## config.mk

```make
export PLATFORM = sky130hd
export DESIGN_NAME = spi_master_param_flat
export DESIGN_NICKNAME = d
export VERILOG_FILES = /design/src/rtl/spi_master_param_if.sv /design/src/rtl/spi_master_param.sv /design/src/flat_wrapper.sv
export SDC_FILE = /design/constraint.sdc
export NUM_CORES = 1
export LEC_CHECK = 0
export CAP_MARGIN = 20
export CORE_MARGIN = 2
export CORE_UTILIZATION = 45
export DETAILED_ROUTE_END_ITERATION = 10
export PLACE_DENSITY = 0.7
export SLEW_MARGIN = 20
export SYNTH_ARGS = -nofsm -noshare
export SYNTH_HDL_FRONTEND = slang
export SYNTH_SLANG_ARGS = --single-unit
```

## constraint.sdc

```tcl
create_clock -name clk -period 3.11 [get_ports clk]
set_input_delay 0.311 -clock clk [delete_from_list [all_inputs] [get_ports clk]]
set_output_delay 0.311 -clock clk [all_outputs]
set_load 0.1 [all_outputs]
```

## src/rtl/spi_master_param_if.sv

```systemverilog
// Processor-side request/response bundle for spi_master_param.
// The lsb_first signal exists only when SPI_LSB_FIRST_EN is defined.
interface spi_master_param_if #(
  parameter int unsigned DATA_W = 8,
  parameter int unsigned CS_W   = 1
);
  logic [DATA_W-1:0] tx_data;
  logic              tx_valid;
  logic              tx_ready;
  logic [CS_W-1:0]   cs_sel;
  logic [1:0]        mode;
  logic              hold_cs;
`ifdef SPI_LSB_FIRST_EN
  logic              lsb_first;
`endif
  logic [DATA_W-1:0] rx_data;
  logic              rx_valid;
  logic              busy;

`ifdef SPI_LSB_FIRST_EN
  modport master (output tx_data, tx_valid, cs_sel, mode, hold_cs, lsb_first,
                  input  tx_ready, rx_data, rx_valid, busy);
  modport slave  (input  tx_data, tx_valid, cs_sel, mode, hold_cs, lsb_first,
                  output tx_ready, rx_data, rx_valid, busy);
`else
  modport master (output tx_data, tx_valid, cs_sel, mode, hold_cs,
                  input  tx_ready, rx_data, rx_valid, busy);
  modport slave  (input  tx_data, tx_valid, cs_sel, mode, hold_cs,
                  output tx_ready, rx_data, rx_valid, busy);
`endif
endinterface

```

## src/rtl/spi_master_param.sv

```systemverilog
// Parametrised SPI master: per-transfer CPOL/CPHA, multiple chip selects, CS-held bursts.
// Optional macro SPI_LSB_FIRST_EN adds an LSB-first transfer option (bus.lsb_first).
module spi_master_param #(
  parameter int unsigned DATA_W = 8,
  parameter int unsigned DIV    = 4,
  parameter int unsigned NUM_CS = 2
) (
  input  logic              clk,
  input  logic              rst,
  spi_master_param_if.slave bus,
  output logic              sck_o,
  output logic              mosi_o,
  input  logic              miso_i,
  output logic [NUM_CS-1:0] cs_n_o
);
  localparam int unsigned CS_W   = (NUM_CS > 1) ? $clog2(NUM_CS) : 1;
  localparam int unsigned CNT_W  = (DIV > 1) ? $clog2(DIV) : 1;
  localparam int unsigned EDGE_W = $clog2(2 * DATA_W);

  localparam logic [2:0] S_IDLE  = 3'd0;
  localparam logic [2:0] S_LEAD  = 3'd1;
  localparam logic [2:0] S_XFER  = 3'd2;
  localparam logic [2:0] S_HOLD  = 3'd3;
  localparam logic [2:0] S_TRAIL = 3'd4;

  logic [2:0]        state_q, state_d;
  logic [CNT_W-1:0]  cnt_q, cnt_d;
  logic [EDGE_W-1:0] edge_q, edge_d;
  logic [DATA_W-1:0] shreg_q, shreg_d;
  logic [DATA_W-1:0] rxsh_q, rxsh_d;
  logic [DATA_W-1:0] rx_data_q, rx_data_d;
  logic [1:0]        mode_q, mode_d;
  logic [CS_W-1:0]   cs_sel_q, cs_sel_d;
  logic [NUM_CS-1:0] cs_n_q, cs_n_d;
  logic              sck_q, sck_d;
  logic              mosi_q, mosi_d;
  logic              rx_valid_q, rx_valid_d;
  logic              busy_q, busy_d;
  logic              tx_ready_q, tx_ready_d;

  logic              tick_c, odd_edge_c, last_edge_c, sample_c, shift_en_c;
  logic [DATA_W-1:0] shift_c, rx_next_c;

`ifdef SPI_LSB_FIRST_EN
  logic lsb_q, lsb_d;

  always_ff @(posedge clk) begin
    if (rst) lsb_q <= 1'b0;
    else     lsb_q <= lsb_d;
  end
`else
  logic lsb_q;
  assign lsb_q = 1'b0;
`endif

  function automatic logic first_bit(input logic [DATA_W-1:0] v, input logic lsb);
    return lsb ? v[0] : v[DATA_W-1];
  endfunction

  // Edge bookkeeping: edge_q holds the 0-based index of the next SCK edge.
  assign tick_c      = (cnt_q == CNT_W'(DIV - 1));
  assign odd_edge_c  = ~edge_q[0];
  assign last_edge_c = (edge_q == EDGE_W'(2 * DATA_W - 1));
  assign sample_c    = mode_q[0] ? ~odd_edge_c : odd_edge_c;
  assign shift_en_c  = ~sample_c;
  assign shift_c     = lsb_q ? {1'b0, shreg_q[DATA_W-1:1]} : {shreg_q[DATA_W-2:0], 1'b0};
  assign rx_next_c   = lsb_q ? {miso_i, rxsh_q[DATA_W-1:1]} : {rxsh_q[DATA_W-2:0], miso_i};

  always_comb begin
    state_d    = state_q;
    edge_d     = edge_q;
    shreg_d    = shreg_q;
    rxsh_d     = rxsh_q;
    rx_data_d  = rx_data_q;
    mode_d     = mode_q;
    cs_sel_d   = cs_sel_q;
    sck_d      = sck_q;
    mosi_d     = mosi_q;
    rx_valid_d = 1'b0;
`ifdef SPI_LSB_FIRST_EN
    lsb_d      = lsb_q;
`endif

    case (state_q)
      S_IDLE: begin
        if (bus.tx_valid) begin
          shreg_d  = bus.tx_data;
          mode_d   = bus.mode;
          cs_sel_d = bus.cs_sel;
`ifdef SPI_LSB_FIRST_EN
          lsb_d    = bus.lsb_first;
`endif
          state_d  = S_LEAD;
        end
      end
      S_LEAD: begin
        if (tick_c) begin
          state_d = S_XFER;
          edge_d  = '0;
          if (!mode_q[0]) mosi_d = first_bit(shreg_q, lsb_q);
        end
      end
      S_XFER: begin
        if (tick_c) begin
          sck_d  = ~sck_q;
          edge_d = edge_q + EDGE_W'(1);
          if (sample_c) rxsh_d = rx_next_c;
          if (shift_en_c) begin
            shreg_d = shift_c;
            mosi_d  = mode_q[0] ? first_bit(shreg_q, lsb_q) : first_bit(shift_c, lsb_q);
          end
          if (last_edge_c) begin
            edge_d     = '0;
            rx_data_d  = rxsh_d;
            rx_valid_d = 1'b1;
            state_d    = bus.hold_cs ? S_HOLD : S_TRAIL;
          end
        end
      end
      S_HOLD: begin
        // A new word beats a dropped hold_cs; mode and target stay as latched.
        if (bus.tx_valid) begin
          shreg_d = bus.tx_data;
          edge_d  = '0;
          state_d = S_XFER;
          if (!mode_q[0]) mosi_d = first_bit(bus.tx_data, lsb_q);
        end else if (!bus.hold_cs) begin
          state_d = S_TRAIL;
        end
      end
      S_TRAIL: begin
        if (tick_c) state_d = S_IDLE;
      end
      default: state_d = S_IDLE;
    endcase

    if ((state_q == S_IDLE) || (state_q == S_HOLD) || tick_c) cnt_d = '0;
    else                                                      cnt_d = cnt_q + CNT_W'(1);

    if (state_d != S_XFER) sck_d = mode_d[1];

    busy_d     = (state_d != S_IDLE);
    tx_ready_d = (state_d == S_IDLE) || (state_d == S_HOLD);
    for (int unsigned i = 0; i < NUM_CS; i++) begin
      cs_n_d[i] = !((state_d != S_IDLE) && (cs_sel_d == CS_W'(i)));
    end
  end

  always_ff @(posedge clk) begin
    if (rst) begin
      state_q    <= S_IDLE;
      cnt_q      <= '0;
      edge_q     <= '0;
      shreg_q    <= '0;
      rxsh_q     <= '0;
      rx_data_q  <= '0;
      mode_q     <= 2'b00;
      cs_sel_q   <= '0;
      cs_n_q     <= '1;
      sck_q      <= 1'b0;
      mosi_q     <= 1'b0;
      rx_valid_q <= 1'b0;
      busy_q     <= 1'b0;
      tx_ready_q <= 1'b1;
    end else begin
      state_q    <= state_d;
      cnt_q      <= cnt_d;
      edge_q     <= edge_d;
      shreg_q    <= shreg_d;
      rxsh_q     <= rxsh_d;
      rx_data_q  <= rx_data_d;
      mode_q     <= mode_d;
      cs_sel_q   <= cs_sel_d;
      cs_n_q     <= cs_n_d;
      sck_q      <= sck_d;
      mosi_q     <= mosi_d;
      rx_valid_q <= rx_valid_d;
      busy_q     <= busy_d;
      tx_ready_q <= tx_ready_d;
    end
  end

  assign bus.tx_ready = tx_ready_q;
  assign bus.rx_data  = rx_data_q;
  assign bus.rx_valid = rx_valid_q;
  assign bus.busy     = busy_q;
  assign sck_o        = sck_q;
  assign mosi_o       = mosi_q;
  assign cs_n_o       = cs_n_q;
endmodule
```

## src/flat_wrapper.sv

```systemverilog
// flat-port wrapper written by rule: the top's interface ports become plain ports
module spi_master_param_flat 
#(
  parameter int unsigned DATA_W = 8,
  parameter int unsigned DIV    = 4,
  parameter int unsigned NUM_CS = 2
)
  (clk, rst, sck_o, mosi_o, miso_i, cs_n_o, bus_tx_data, bus_tx_valid, bus_cs_sel, bus_mode, bus_hold_cs, bus_tx_ready, bus_rx_data, bus_rx_valid, bus_busy);
  spi_master_param_if #(.DATA_W(DATA_W)) bus_i ();
  input  logic clk;
  input  logic rst;
  output logic sck_o;
  output logic mosi_o;
  input  logic miso_i;
  output logic [NUM_CS-1:0] cs_n_o;
  input wire logic [$bits(bus_i.tx_data)-1:0] bus_tx_data;
  input wire logic [$bits(bus_i.tx_valid)-1:0] bus_tx_valid;
  input wire logic [$bits(bus_i.cs_sel)-1:0] bus_cs_sel;
  input wire logic [$bits(bus_i.mode)-1:0] bus_mode;
  input wire logic [$bits(bus_i.hold_cs)-1:0] bus_hold_cs;
  output wire logic [$bits(bus_i.tx_ready)-1:0] bus_tx_ready;
  output wire logic [$bits(bus_i.rx_data)-1:0] bus_rx_data;
  output wire logic [$bits(bus_i.rx_valid)-1:0] bus_rx_valid;
  output wire logic [$bits(bus_i.busy)-1:0] bus_busy;
  assign bus_i.tx_data = bus_tx_data;
  assign bus_i.tx_valid = bus_tx_valid;
  assign bus_i.cs_sel = bus_cs_sel;
  assign bus_i.mode = bus_mode;
  assign bus_i.hold_cs = bus_hold_cs;
  assign bus_tx_ready = bus_i.tx_ready;
  assign bus_rx_data = bus_i.rx_data;
  assign bus_rx_valid = bus_i.rx_valid;
  assign bus_busy = bus_i.busy;
  spi_master_param #(.DATA_W(DATA_W), .DIV(DIV), .NUM_CS(NUM_CS)) u_core (.clk(clk), .rst(rst), .bus(bus_i), .sck_o(sck_o), .mosi_o(mosi_o), .miso_i(miso_i), .cs_n_o(cs_n_o));
endmodule
```

**Signal wires on met1**

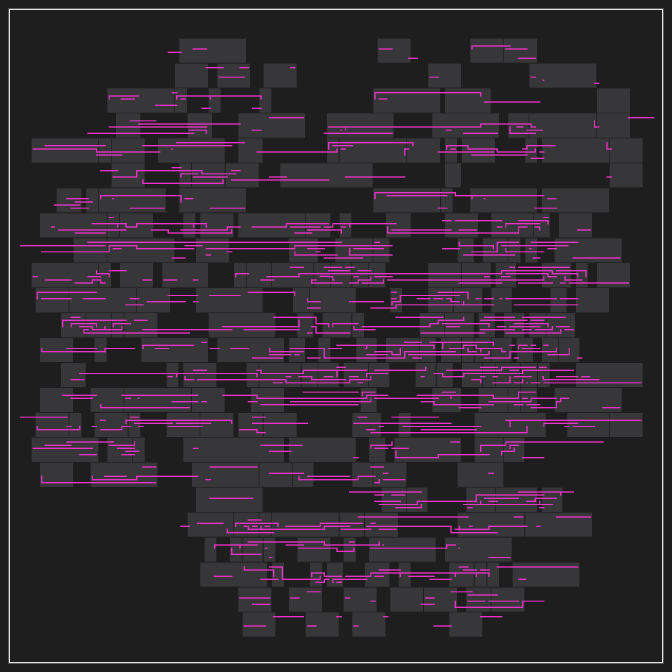
wire length on this layer = 1890 µm
main direction = horizontal
nets with wire on the layer = 227
share of all routed wire = 50%
longest straight run = 27.6 µm

==> results.txt <==
Update from the flow run.

The run finished with clean final reports. According to the floorplan report, the total die area is 5051 µm². The synthesized-area fraction occupied by adder cells is 0.01236. For this design, the CTS-stage hold fixing added 0 buffers. The synthesized instance count is 211. The post-route setup TNS is 0 ns. The share of total power dissipated in combinational logic is 0.226. The via density per instance is 5.424. The worst hold path startpoint is u_core.cnt_q[0]$_SDFF_PP0_. In the floorplan report the effective utilization is 0.4649. The overall fraction of global-route tracks in use is 0.1701.

Ranking logic cells in the layout by count gives the top entries 43 x dfxtp_1, 33 x nor2_1, 30 x clkdlybuf4s50_1, 26 x mux2i_1, 16 x a211oi_1. The maximum number of pins on one net before global-route repair is 29. The layout report lists the non-clock buffer share of cell area as 0.1279. The main area contributors are dfxtp_1 43%, mux2i_1 13%, nor2_1 6.1%, a211oi_1 5.9%, buf_6 2.8%. For this run, the share of the core covered by cells in the final layout is 0.5526.

In the finished design, the share of the clock period the worst path needs comes to 0.6793. The commonest cells after synthesis are 43 x dfxtp_1, 33 x nor2_1, 26 x mux2i_1, 16 x a211oi_1, 9 x a21oi_1. The multi-input combinational cells in the finished layout cover a total of 1041 µm². OpenSTA lists the critical path startpoint as u_core.sck_o$_SDFFE_PP0P_. The fraction of synthesized cell area in xor and xnor cells is 0.01792.

The most instantiated library cell after synthesis is dfxtp_1. The number of antenna violations at the first check in global routing is 0. The part of the Yosys area used for sequential elements is 0.4252.

The via count of the first global-routing pass was 1453. Per the synthesis report, the simple-gate share of the synthesized area is 0.1817. The critical path in the final layout is reported with a setup slack of 0.9975 ns. In the finished layout, the clock tree contains a buffer count of 5. The power density normalized to cell area is 565.5 nW/µm². met3 track demand over resource after global routing is 0.04416. The share of layout cells above drive strength 1 is 0.08475.

In this run, power in flip-flops and latches comes to 617 µW. The layout contains a multi-input combinational cell count of 149. The kind of end point of the critical path is an output port. Counting only logic cells after layout, the most numerous master is dfxtp_1.

The layout report gives the register share of total cell area as 0.3578. The registers of the reported paths see a clock transition of 0.08 ns. The warning tally printed by Yosys for this design is 0. The number of H-tree levels is 2.
**Metal 2**

The bar under the picture is 20 µm long.
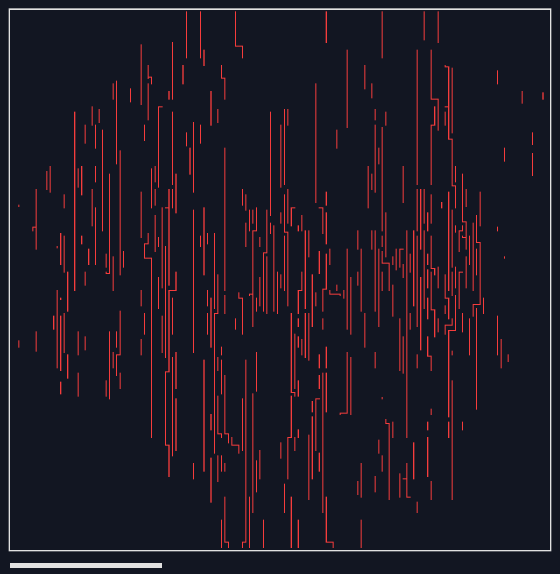
main direction = vertical
longest straight run = 27.2 µm
wire length on this layer = 1700 µm
nets with wire on the layer = 214

Power is estimated from default activity; no workload was simulated.
